Design mpi_credit_tx, sky130hd; sources not shown.
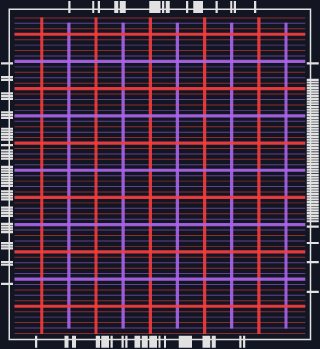
(run_1/power_grid.png)
Drawn at 2 px/um. Pins as bars on the die edge.
Key: VDD = purple; VSS = red
10 straps on met4. The core has 58 rows. 11 straps on met5.
area of the core: 22930 um^2
highest ir drop seen on vdd: 0.0006796 V
die span in y: 164.4 um

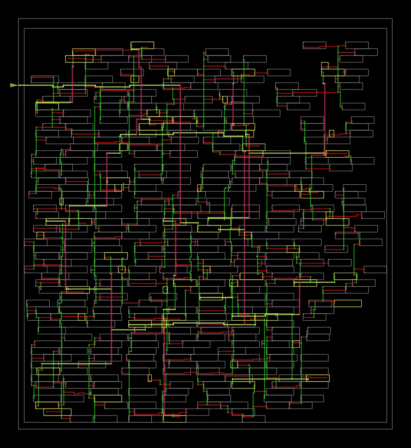
(run_1/clocks.png)
number of buffers created by CTS: 35
clock latency reported for the late side of the worst-skew pair: 0.53 ns
flop count: 365
power consumed by the clock network: 0.00283 W

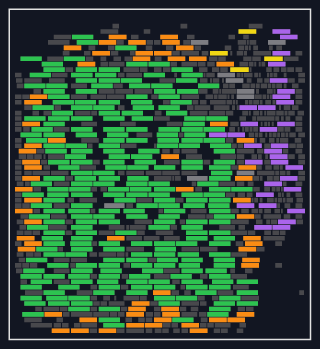
(run_1/flops_by_reg.png)
Drawn at 2 px/um.
Key: `credits_o` = yellow [sequential cells 4, where upper right]; `sent_cnt_o` = purple [sequential cells 32]; `mem` = green [sequential cells 256]; `data_o` = orange [sequential cells 64, where spread over the die]
power consumed by sequential cells: 0.00490 W
Sequential Area: 10430 um^2
final core area utilization: 0.7435
sequential cell area share: 0.6115

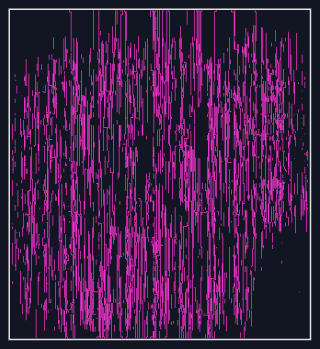
(run_1/layer_met2.png)
Drawn at 2 px/um.
The wires run mostly vertical. The layer carries 15000 um of wire. The longest straight run is 62.4 um.
wire length after detailed routing: 28240 um
met2 GRT Util: 0.4193

==> out/metrics.cfg, run 1 <==
[status]
outcome = completed

[sta]
finalSetupTns_ns = 0
total_setup_violations_reported_at_the_end_of_the_flow = 0
hold_violations = 0
post-route-period-util = 0.7769
fin_crit_ns = 3.690

[synth]
netlist_area_um2 = 13810
top_area_cell = sky130_fd_sc_hd__edfxtp_1
yosys.stat.seqShare = 0.7546
synth_stat.cells = 676
yosys-stat-area_um2 = 13810
top_cells_by_count = sky130_fd_sc_hd__edfxtp_1, sky130_fd_sc_hd__dfrtp_1, sky130_fd_sc_hd__mux2_2, sky130_fd_sc_hd__mux4_2, sky130_fd_sc_hd__xnor2_1
gate_count_post_synth = 676
yosys.area_share.aoi = 0.001631
syn_avg_cell_area_um2 = 20.42

[global_route]
first_global_vias = 7447
grt.busiest_layer = met2
grtUsageMet3 = 0.04972

[floorplan]
taps = 300
floorplanUtilization = 0.6020
core.rowCount = 58

[cts]
cts_hold_buffers = 0
tritoncts = built
cts_htree_levels = 2
clock_tree_sinks = 365

[routing]
detail_route.wirelength.met1_um = 10390
final_antenna_net_count = 0
total_number_of_vias = 6997
via_per_inst = 5.855

[job]
cap_viol_max_count = 0

[cells_and_area]
filler_cell_count = 1257
layout_overhead_on_the_synthesized_area_pct = 23.49
n_clock_buffer = 48
antennaDiodeCount = 1
nonClockInverterCount = 15
final_nets = 948
largest_register_ffs = 256

[critical_path]
cp.arrival_ns = 2.12
path_max_fanout = 6

[place]
gp_congestion = 0.7905
detailedPlace.worstSlack_ns = 1.294
numPortBuffers = 170

[run 1: stage by stage]
step	std cells	utilization	cell area (um^2)	total power, W
6_report	1195	0.7435	17050	0.01213
5_1_grt	1194	0.7433	17050	0.01264
4_1_cts	1193	0.7430	17040	0.01225
3_5_place_dp	1129	0.6916	15860	0.009326
3_3_place_gp	1129	0.6916	15860	0.009136
2_1_floorplan	676	-	13810	0.007899
[run 1: layout by cell type, fill, tap and decap left out, drive strengths merged, types with 15 or more instances in the layout]
cell type / instances
clkdlybuf4s50: 169
nand4: 15
mux2: 66
dfrtp: 107
inv: 18
clkbuf: 48
nand3: 17
edfxtp: 256
xnor2: 27
mux4: 64
[run 1: power breakdown]
group | internal, W | switching (W)
combinational | 0.00189 | 0.00251
sequential | 0.00433 | 0.000566
clock | 0.00169 | 0.00114
total | 0.00791 | 0.00422
==> inputs of run 2 (changes only) <==
--- a/config.mk
+++ b/config.mk
@@ -8,10 +8,10 @@
 export CAP_MARGIN = 20
 export CORE_ASPECT_RATIO = 1.1
 export CORE_MARGIN = 2
-export CORE_UTILIZATION = 59
+export CORE_UTILIZATION = 55
 export CTS_BUF_LIST = sky130_fd_sc_hd__clkbuf_4 sky130_fd_sc_hd__clkbuf_8 sky130_fd_sc_hd__clkbuf_16
 export DETAILED_ROUTE_END_ITERATION = 8
-export PLACE_DENSITY = 0.95
+export PLACE_DENSITY = 0.9
 export SETUP_SLACK_MARGIN = 0.02
 export SYNTH_ARGS = -nofsm -noshare
 export SYNTH_HDL_FRONTEND = slang
==> constraint.sdc (replaced) <==
create_clock -name clk_i -period 3.55 [get_ports clk_i]
set_clock_uncertainty 0.15 [all_clocks]
set_input_delay 1.065 -clock clk_i [delete_from_list [all_inputs] [get_ports clk_i]]
set_output_delay 1.065 -clock clk_i [all_outputs]
set_load 0.05 [all_outputs]
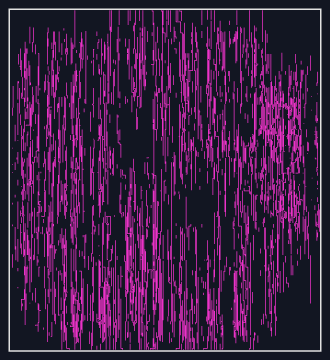
(run_2/layer_met2.png)
Drawn at 2 px/um.
The longest straight run is 79.6 um. The layer carries 14000 um of wire. 895 nets have wire on it. The wires run mostly vertical. The layer holds 53% of the routed length.
wire length after detailed routing: 26460 um
met2 GRT Util: 0.3758
total number of vias: 6918

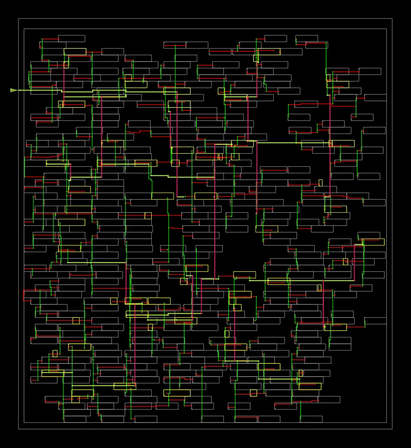
(run_2/clocks.png)
power consumed by the clock network: 0.00381 W
clock latency reported for the late side of the worst-skew pair: 0.51 ns
clock buffer count: 41
number of buffers created by CTS: 37
clock tree sinks: 365

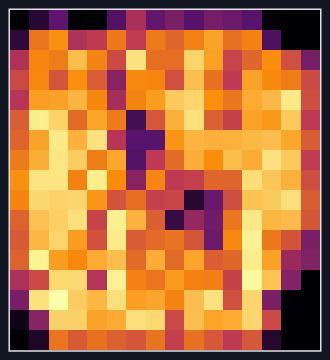
(run_2/cell_density.png)
Drawn at 2 px/um. The die is cut into 16 by 17 equal tiles; black is low, pale yellow is high, 0 to 100% covered.
5.9% of the tiles are nearly empty. The fullest tile reaches 100%. 41% of the tiles are over 75% full. The mean over all tiles is 64%.
final core area utilization: 0.7010
starting density of the core: 0.5624
area of the core: 24550 um^2

==> out/metrics.cfg, run 2 <==
[sta]
hold_violations = 0
post-route-period-util = 0.9337
fin_crit_ns = 3.315
finalSetupTns_ns = 0
total_setup_violations_reported_at_the_end_of_the_flow = 0

[power_and_ir_drop]
power.net_switching_w = 0.005593
power_leader = sequential cells
pwr-share-seq = 0.399
power.combinational.total_w = 0.00593
power.ir.vdd_worst_v = 0.0006906
power.switching_fraction = 0.3450
pwr-share-clk = 0.235
pwr-share-comb = 0.366
p_int_w = 0.01062
seq_cell_power_w = 0.00647
total_power_w = 0.01621

[cts]
tritoncts = built
cts_htree_levels = 2
post_cts_resize_count = 0
cts_hold_buffers = 0

[critical_path]
path_max_fanout = 6
crit_chain = inv_1 > nand3_1 > clkdlybuf4s50_1
worst_r2r_path_depth = 11
cp-end-kind = output port
worst_path_max_delay_cell = sky130_fd_sc_hd__clkdlybuf4s50_1
rrSetupSlack_ns = 0.55
cp.arrival_ns = 2.10
data_required_time_at_the_worst_endpoint_ns = 2.33
crit_path_max_incr_delay_ns = 0.88

[floorplan]
core.rowCount = 60
horizontal_die_dimension_um = 155.1
floorplan.die.height_um = 170.2

[synth]
gate_count_post_synth = 676
synth_stat.cells = 676
netlist_area_um2 = 13810
yosys-stat-area_um2 = 13810
top_area_cell = sky130_fd_sc_hd__edfxtp_1
yosys.stat.seqShare = 0.7546
synth.comb.largest_family = multiplexers
yosys.area_share.aoi = 0.001631
syn_avg_cell_area_um2 = 20.42
top_cells_by_count = sky130_fd_sc_hd__edfxtp_1, sky130_fd_sc_hd__dfrtp_1, sky130_fd_sc_hd__mux2_2, sky130_fd_sc_hd__mux4_2, sky130_fd_sc_hd__xnor2_1

[cells_and_area]
final_cell_count_no_fill = 1216
final_layout_top_logic_cell = sky130_fd_sc_hd__edfxtp_1
layout-drive-gt1-share = 0.2453
largest_register_ffs = 256
postLayoutCellArea_um2 = 17210
lay_top_cells = sky130_fd_sc_hd__edfxtp_1, sky130_fd_sc_hd__clkdlybuf4s50_1, sky130_fd_sc_hd__dfrtp_1, sky130_fd_sc_hd__mux2_2, sky130_fd_sc_hd__mux4_2
final_nets = 958
layout_overhead_on_the_synthesized_area_pct = 24.64

[routing]
first_pass_iters = 4
via_per_inst = 5.689
detail_route.wirelength.met1_um = 10310
final_antenna_net_count = 0

[global_route]
grt.busiest_layer = met2
grtUsageMet3 = 0.04482
first_global_vias = 7615
grt_first_pass_wirelength_um = 42360

[place]
numPortBuffers = 170
placedInstanceArea_um2 = 16000
gp_congestion = 0.7874
place.detailed.instances = 1148

[job]
cap_viol_max_count = 0

[status]
outcome = completed

-- run 2: cell counts after synthesis --
No cell type changed its count.
-- run 2: through the flow --
| stage | setup WS (ns) | hold WS [ns] |
|---|---|---|
| global route | 0.1346 | 0.3671 |
| finish | 0.2354 | 0.3316 |
| CTS | 0.2079 | 0.3325 |
| floorplan | 0.3133 | 0.3266 |
| detailed placement | 0.4602 | 0.3188 |
| global placement | 0.5168 | 0.3119 |
-- run 2: area by class of cell --
| class | instances | area [um^2] |
|---|---|---|
| well taps | 310 | 387.9 |
| diodes | 1 | 2.502 |
| multi-input cells | 274 | 3266 |
| fillers | 1518 | 7341 |
| repair buffers | 184 | 1867 |
| flip-flops and latches | 365 | 10430 |
| clock inverters | 26 | 247.7 |
| clock buffers | 41 | 955.9 |
| inverters | 15 | 56.30 |
Power is estimated from default activity; no workload was simulated.
